[config.mk]
export PLATFORM = sky130hd
export DESIGN_NAME = pwm_generator_flat
export DESIGN_NICKNAME = d
export VERILOG_FILES = /design/src/rtl/pwm_generator_if.sv /design/src/rtl/pwm_generator.sv /design/src/flat_wrapper.sv
export SDC_FILE = /design/constraint.sdc
export NUM_CORES = 1
export LEC_CHECK = 0
export ABC_AREA = 1
export CORE_ASPECT_RATIO = 1.1
export CORE_MARGIN = 1.5
export CORE_UTILIZATION = 40
export CTS_BUF_LIST = sky130_fd_sc_hd__clkbuf_2
export DETAILED_ROUTE_END_ITERATION = 10
export PLACE_DENSITY = 0.68
export SYNTH_ARGS = -nofsm -noshare
export SYNTH_HDL_FRONTEND = slang
export SYNTH_SLANG_ARGS = --single-unit
[constraint.sdc]
create_clock -name clock -period 1.8 [get_ports clock]
set_clock_uncertainty 0.05 [all_clocks]
set_input_delay 0.36 -clock clock [delete_from_list [all_inputs] [get_ports clock]]
set_output_delay 0.36 -clock clock [all_outputs]
set_load 0.01 [all_outputs]
[src/rtl/pwm_generator_if.sv]
// Ratio/direction request handshake between the angle controller and the PWM generator.
interface pwm_generator_if;
    logic       pwm_update;
    logic [7:0] pwm_ratio;
    logic       pwm_direction;
    logic       pwm_done;

    modport master (
        output pwm_update,
        output pwm_ratio,
        output pwm_direction,
        input  pwm_done
    );

    modport slave (
        input  pwm_update,
        input  pwm_ratio,
        input  pwm_direction,
        output pwm_done
    );
endinterface

[src/rtl/pwm_generator.sv]
// 255-step prescaled PWM generator for one swerve rotation motor.
// Optional DIR_DEADTIME_EN inserts forced-low periods on a direction reversal.
module pwm_generator #(
    parameter int PRESCALE         = 4,
    parameter int DEADTIME_PERIODS = 2
) (
    input  logic             clock,
    input  logic             reset_n,
    input  logic             pwm_enable,
    pwm_generator_if.slave   req,
    output logic             pwm_out,
    output logic             dir_out,
    output logic [7:0]       active_ratio
);

    localparam int PW = (PRESCALE > 1) ? $clog2(PRESCALE) : 1;

    typedef enum logic [1:0] {
        ST_OFF,
        ST_RUN,
        ST_DEAD
    } state_t;

    state_t        state;
    state_t        state_n;
    logic [PW-1:0] presc;
    logic [PW-1:0] presc_n;
    logic [7:0]    count;
    logic [7:0]    count_n;
    logic [7:0]    ratio_n;
    logic          dir_n;
    logic          done_n;
    logic          out_n;
    logic          done_q;
    logic          tick;
    logic          boundary;
    logic          pre_edge;

`ifdef DIR_DEADTIME_EN
    localparam int DW = (DEADTIME_PERIODS > 1) ? $clog2(DEADTIME_PERIODS) : 1;
    logic [DW-1:0] dt_cnt;
    logic [DW-1:0] dt_n;
`endif

    assign tick     = (presc == PW'(PRESCALE - 1));
    assign boundary = tick && (count == 8'd254);
    assign pre_edge = tick && (count == 8'd253);
    assign req.pwm_done = done_q;

    always_comb begin
        state_n = state;
        presc_n = presc;
        count_n = count;
        ratio_n = active_ratio;
        dir_n   = dir_out;
        done_n  = done_q;
`ifdef DIR_DEADTIME_EN
        dt_n    = dt_cnt;
`endif
        if (!pwm_enable) begin
            state_n = ST_OFF;
            presc_n = '0;
            count_n = '0;
            ratio_n = '0;
            done_n  = 1'b0;
        end else begin
            case (state)
                ST_OFF: begin
                    state_n = ST_RUN;
                    presc_n = '0;
                    count_n = '0;
                    ratio_n = '0;
                    done_n  = 1'b0;
                end
                ST_RUN: begin
                    presc_n = tick ? '0 : presc + PW'(1);
                    if (tick)
                        count_n = boundary ? 8'd0 : count + 8'd1;
                    // Drop done one count early so every load gives a fresh edge
                    if (pre_edge && req.pwm_update)
                        done_n = 1'b0;
                    if (boundary && req.pwm_update) begin
`ifdef DIR_DEADTIME_EN
                        if (req.pwm_direction != dir_out) begin
                            state_n = ST_DEAD;
                            ratio_n = '0;
                            dt_n    = '0;
                        end else begin
                            ratio_n = req.pwm_ratio;
                            dir_n   = req.pwm_direction;
                            done_n  = 1'b1;
                        end
`else
                        ratio_n = req.pwm_ratio;
                        dir_n   = req.pwm_direction;
                        done_n  = 1'b1;
`endif
                    end
                end
`ifdef DIR_DEADTIME_EN
                ST_DEAD: begin
                    presc_n = tick ? '0 : presc + PW'(1);
                    if (tick)
                        count_n = boundary ? 8'd0 : count + 8'd1;
                    if (pre_edge && req.pwm_update)
                        done_n = 1'b0;
                    if (boundary) begin
                        if (dt_cnt == DW'(DEADTIME_PERIODS - 1)) begin
                            state_n = ST_RUN;
                            ratio_n = req.pwm_ratio;
                            dir_n   = req.pwm_direction;
                            done_n  = 1'b1;
                        end else begin
                            dt_n = dt_cnt + DW'(1);
                        end
                    end
                end
`endif
                default: begin
                    state_n = ST_OFF;
                    presc_n = '0;
                    count_n = '0;
                    ratio_n = '0;
                    done_n  = 1'b0;
                end
            endcase
        end
        // Output register tracks the count it will sit beside
        out_n = (state_n == ST_RUN) && (count_n < ratio_n);
    end

    always_ff @(posedge clock) begin
        if (!reset_n) begin
            state        <= ST_OFF;
            presc        <= '0;
            count        <= '0;
            active_ratio <= '0;
            dir_out      <= 1'b0;
            done_q       <= 1'b0;
            pwm_out      <= 1'b0;
        end else begin
            state        <= state_n;
            presc        <= presc_n;
            count        <= count_n;
            active_ratio <= ratio_n;
            dir_out      <= dir_n;
            done_q       <= done_n;
            pwm_out      <= out_n;
        end
    end

`ifdef DIR_DEADTIME_EN
    always_ff @(posedge clock) begin
        if (!reset_n)
            dt_cnt <= '0;
        else
            dt_cnt <= dt_n;
    end
`endif

endmodule

[src/flat_wrapper.sv]
// flat-port wrapper written by rule: the top's interface ports become plain ports
module pwm_generator_flat 
#(
    parameter int PRESCALE         = 4,
    parameter int DEADTIME_PERIODS = 2
)
  (clock, reset_n, pwm_enable, pwm_out, dir_out, active_ratio, req_pwm_update, req_pwm_ratio, req_pwm_direction, req_pwm_done);
  pwm_generator_if req_i ();
  input  logic clock;
  input  logic reset_n;
  input  logic pwm_enable;
  output logic pwm_out;
  output logic dir_out;
  output logic [7:0] active_ratio;
  input wire logic [$bits(req_i.pwm_update)-1:0] req_pwm_update;
  input wire logic [$bits(req_i.pwm_ratio)-1:0] req_pwm_ratio;
  input wire logic [$bits(req_i.pwm_direction)-1:0] req_pwm_direction;
  output wire logic [$bits(req_i.pwm_done)-1:0] req_pwm_done;
  assign req_i.pwm_update = req_pwm_update;
  assign req_i.pwm_ratio = req_pwm_ratio;
  assign req_i.pwm_direction = req_pwm_direction;
  assign req_pwm_done = req_i.pwm_done;
  pwm_generator #(.PRESCALE(PRESCALE), .DEADTIME_PERIODS(DEADTIME_PERIODS)) u_core (.clock(clock), .reset_n(reset_n), .pwm_enable(pwm_enable), .req(req_i), .pwm_out(pwm_out), .dir_out(dir_out), .active_ratio(active_ratio));
endmodule
==> datasheet_impl.txt, run 1 <==
Implementation parameters

Parameter                              Value

Worst setup path
  Worst setup startpoint .................. u_core.count[0]
  Kind of cell with the highest combined delay on the critical path .................. adder cells
  Largest stage delay, worst path .................. 0.38 ns
  Start of the worst register-to-register path .................. u_core.count[0]
  Cell depth of the worst setup path .................. 13
  Reg2Reg Setup Slack .................. -0.22 ns
  CP Capture Type .................. flip-flop
  CP bufs+invs .................. 3
  Data arrival time of the worst path .................. 2.27 ns

Status
  Violations in the final reports .................. setup timing
  Outcome .................. complete, but fails checks

Die
  Chip Height .................. 60.7 um
  Tap cell count .................. 33
  Horizontal die dimension .................. 55.4 um

Synth
  Warnings, synthesis .................. 0
  Synthesized net count .................. 185
  List of most frequent post-synthesis cells .................. nor2_1, nand2_1, dfxtp_1

Power
  Switching power as a share of total power .................. 23.3%
  Design internal power .................. 598 uW
  Reported sequential group power .................. 514 uW
  Leakage component of the power .................. 0.857 nW

Finish
  Fraction of final layout cells with drive strength greater than 1 .................. 39.9%
  Clock buffer and inverter area fraction after layout .................. 0.989%
  Total number of sequential cells .................. 23
  Final-layout non-clock buffer area share .................. 30.3%
  Largest registers ranked by flip-flop count .................. u_core.active_ratio (8), u_core.count (8)
  Final std cell area, no fill .................. 2020 um2
  Final cell count without fillers .................. 266
  Storage element area .................. 465 um2
  Combinational gate area .................. 818 um2

Clocking
  Clock buffer count from CTS .................. 3
  Post-CTS repair timing setup buffer count .................. 10
  Max Buffers Root-to-Sink .................. 2

Global route
  Initial antenna violation count .................. 0
  Met2 routing resource usage after global routing .................. 38.1%
  Via count of the first global-routing pass .................. 1,240

Detailed routing
  Iteration tally of the first detailed-router pass .................. 4
  Routed via count divided by cell count .................. 4.80

Timing
  Setup repair after global routing missed its margin .................. true
  Max Transition Viols Final .................. 0
  Count of endpoints failing hold in the final timing report .................. 0
  Maximum operating frequency .................. 0.495 GHz
  Final-report setup violation count .................. 2
  Minimum setup slack in the final design .................. -0.221 ns

Hold path
  Min-Delay Path Depth .................. 1

Placement
  Port Buffers .................. 23
Figure 1. Placed cells, one colour a class (run 1).
The bar under the picture is 20 um long.
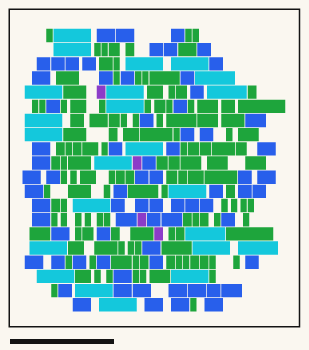
- blue: remaining buffers and delay cells (cells 72; share of their area 31%)
- cyan: registers (cells 23; share of their area 23%)
- green: remaining logic cells (cells 134; share of their area 45%)
- purple: clock drivers and dummy loads (cells 4; share of their area 1.0%)

Figure 2. Sequential cells coloured by netlist name (run 1).
The bar under the picture is 20 um long. Other sequential cells in the stronger grey, the rest of the logic in the fainter grey.
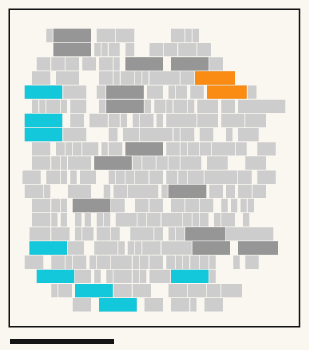
- orange: `u_core.presc` (placed flops 2)
- cyan: `u_core.active_ratio` (placed flops 8)

Figure 3. Track usage over the die (run 1).
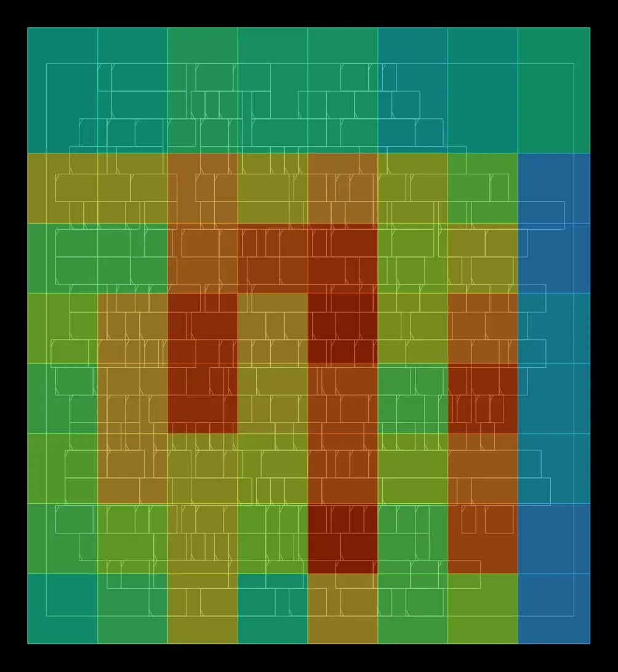
GR Layer Usage met3: 2.77%
detail-routed net length per standard cell: 12.2 um
global routing usage on met1: 21.8%

Figure 4. Gate families picked out (run 1).
The bar under the picture is 20 um long.
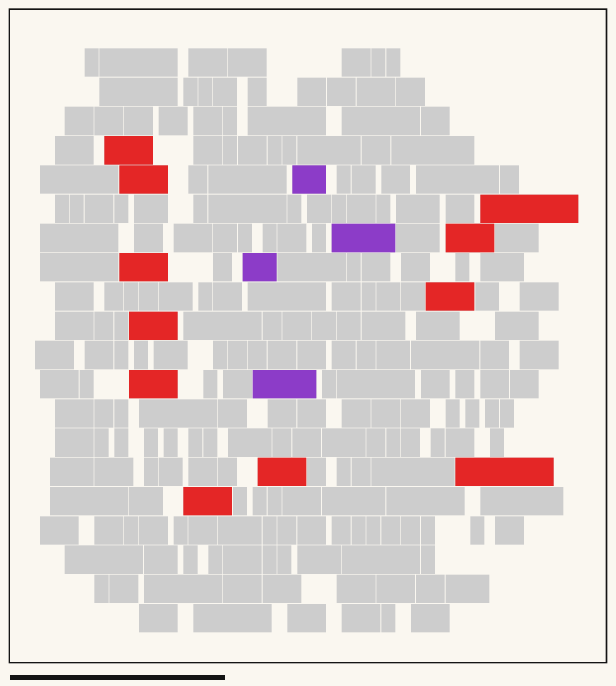
- purple: xor and xnor cells (cells 4)
- red: fa/ha/maj cells (cells 11)

Figure 5. Cell sizes after repair (run 1).
The bar under the picture is 20 um long.
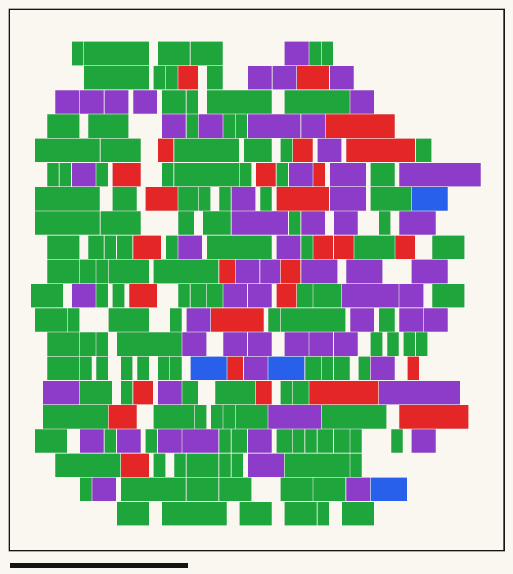

## Run 2: what changed since run 1
--- a/config.mk
+++ b/config.mk
@@ -5,13 +5,13 @@
 export SDC_FILE = /design/constraint.sdc
 export NUM_CORES = 1
 export LEC_CHECK = 0
-export ABC_AREA = 1
 export CORE_ASPECT_RATIO = 1.1
 export CORE_MARGIN = 1.5
 export CORE_UTILIZATION = 40
 export CTS_BUF_LIST = sky130_fd_sc_hd__clkbuf_2
 export DETAILED_ROUTE_END_ITERATION = 10
-export PLACE_DENSITY = 0.68
+export DONT_BUFFER_PORTS = 1
+export PLACE_DENSITY = 0.57
 export SYNTH_ARGS = -nofsm -noshare
 export SYNTH_HDL_FRONTEND = slang
 export SYNTH_SLANG_ARGS = --single-unit
Figure 6. Cell sizes after repair (run 2).
The bar under the picture is 20 um long.
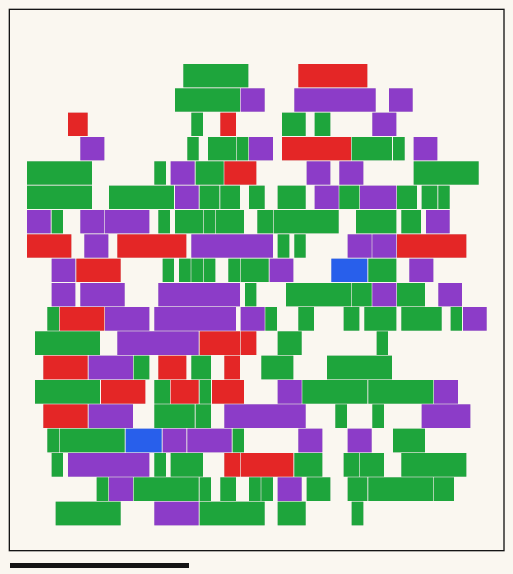
- blue: x6 and larger (cells 2)
- red: x2 (cells 21)
- green: x1 and smaller (cells 94)
- purple: x3 and x4 (cells 48)

==> datasheet_impl.txt, run 2 <==
Implementation parameters

Parameter                              Value

Status
  Outcome .................. complete, but fails checks
  Violations in the final reports .................. setup timing

Worst setup path
  Largest stage delay, worst path .................. 0.38 ns (about the same)
  Reg2Reg Setup Slack .................. -0.49 ns (-0.27 ns)

Global route
  GR Layer Usage met3 .................. 2.46% (-0.31 points)
  Initial antenna violation count .................. 0 (unchanged)
  Via count of the first global-routing pass .................. 1,027 (-17%)

Power
  Reported sequential group power .................. 514 uW (about the same)
  Design internal power .................. 579 uW (-3.1%)
  Switching power as a share of total power .................. 21.8% (-1.5 points)
  Leakage component of the power .................. 0.699 nW (-18%)

Timing
  Count of endpoints failing hold in the final timing report .................. 0 (unchanged)
  Setup repair after global routing missed its margin .................. true
  Minimum setup slack in the final design .................. -0.490 ns (-0.268 ns)
  Final-report setup violation count .................. 1 (-1)
  Maximum operating frequency .................. 0.437 GHz (-12%)

Finish
  Combinational gate area .................. 885 um2 (+8.1%)
  Total number of sequential cells .................. 23 (unchanged)

Clocking
  Clock buffer count from CTS .................. 3 (unchanged)
  Post-CTS repair timing setup buffer count .................. 6 (-4)

Die
  Horizontal die dimension .................. 55.2 um (-0.44%)
  Tap cell count .................. 33 (unchanged)

Synth
  Warnings, synthesis .................. 0 (unchanged)
Figure 7. Gate families picked out (run 2).
The bar under the picture is 20 um long.
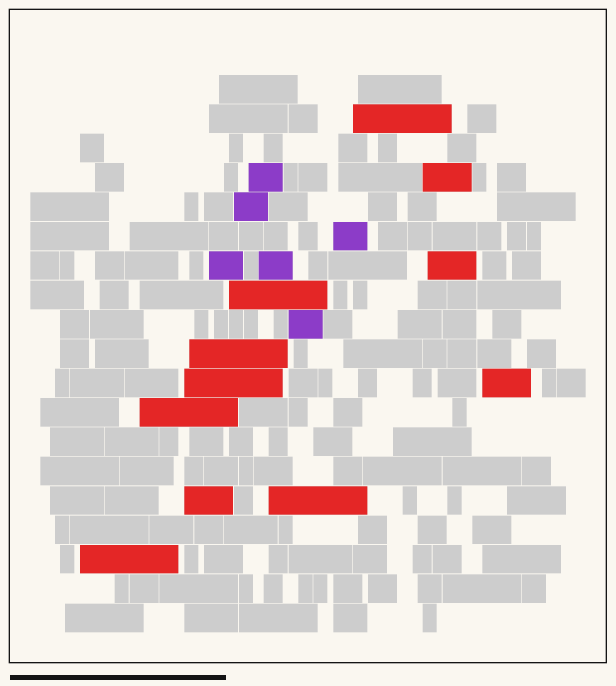

## Run 3: what changed since run 2
--- a/config.mk
+++ b/config.mk
@@ -15,3 +15,4 @@
 export SYNTH_ARGS = -nofsm -noshare
 export SYNTH_HDL_FRONTEND = slang
 export SYNTH_SLANG_ARGS = --single-unit
+export TNS_END_PERCENT = 1
Figure 8. Gate families picked out (run 3).
The bar under the picture is 20 um long.
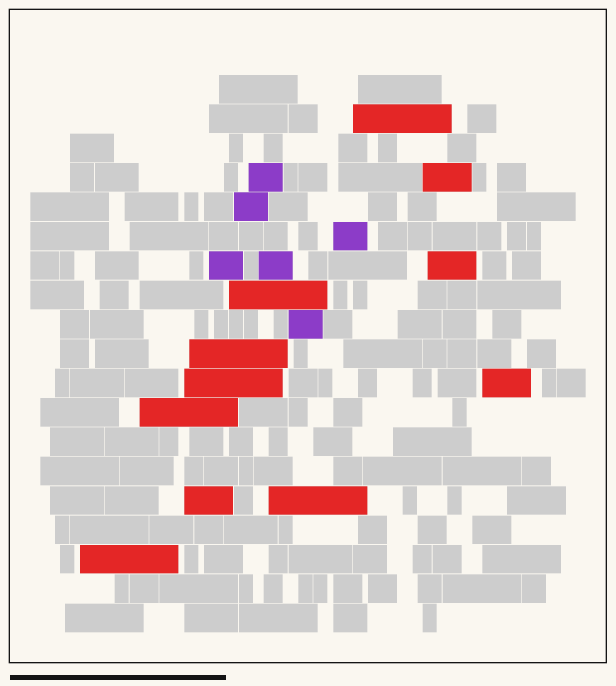
- red: fa/ha/maj cells (cells 11)
- purple: xor and xnor cells (cells 6)

==> datasheet_impl.txt, run 3 <==
Implementation parameters

Parameter                              Value

Timing
  Final-report setup violation count .................. 1 (unchanged)
  Maximum operating frequency .................. 0.434 GHz (-0.55%)
  Minimum setup slack in the final design .................. -0.502 ns (-0.0127 ns)
  Count of endpoints failing hold in the final timing report .................. 0 (unchanged)

Power
  Leakage component of the power .................. 0.708 nW (+1.4%)
  Design internal power .................. 579 uW (about the same)
  Switching power as a share of total power .................. 21.9% (+0.080 points)
  Reported sequential group power .................. 514 uW (about the same)

Clocking
  Post-CTS repair timing setup buffer count .................. 6 (unchanged)
  Clock buffer count from CTS .................. 3 (unchanged)
  Clock tree from TritonCTS .................. built

Synth
  Warnings, synthesis .................. 0 (unchanged)

Status
  Violations in the final reports .................. setup timing
  Outcome .................. complete, but fails checks

Finish
  Combinational gate area .................. 885 um2 (unchanged)
  Total number of sequential cells .................. 23 (unchanged)
  Final-layout non-clock buffer area share .................. 16.5%
  Proportion of cell area occupied by multi-input gates .................. 51.9%

Die
  Tap cell count .................. 33 (unchanged)
  Horizontal die dimension .................. 55.2 um (unchanged)

Worst setup path
  Reg2Reg Setup Slack .................. -0.50 ns (about the same)

Global route
  GR Layer Usage met3 .................. 2.46% (unchanged)
  Via count of the first global-routing pass .................. 1,027 (unchanged)

Detailed routing
  Routed via count divided by cell count .................. 5.32
  Routed length on met1 .................. 1180 um
Power is estimated from default activity; no workload was simulated.
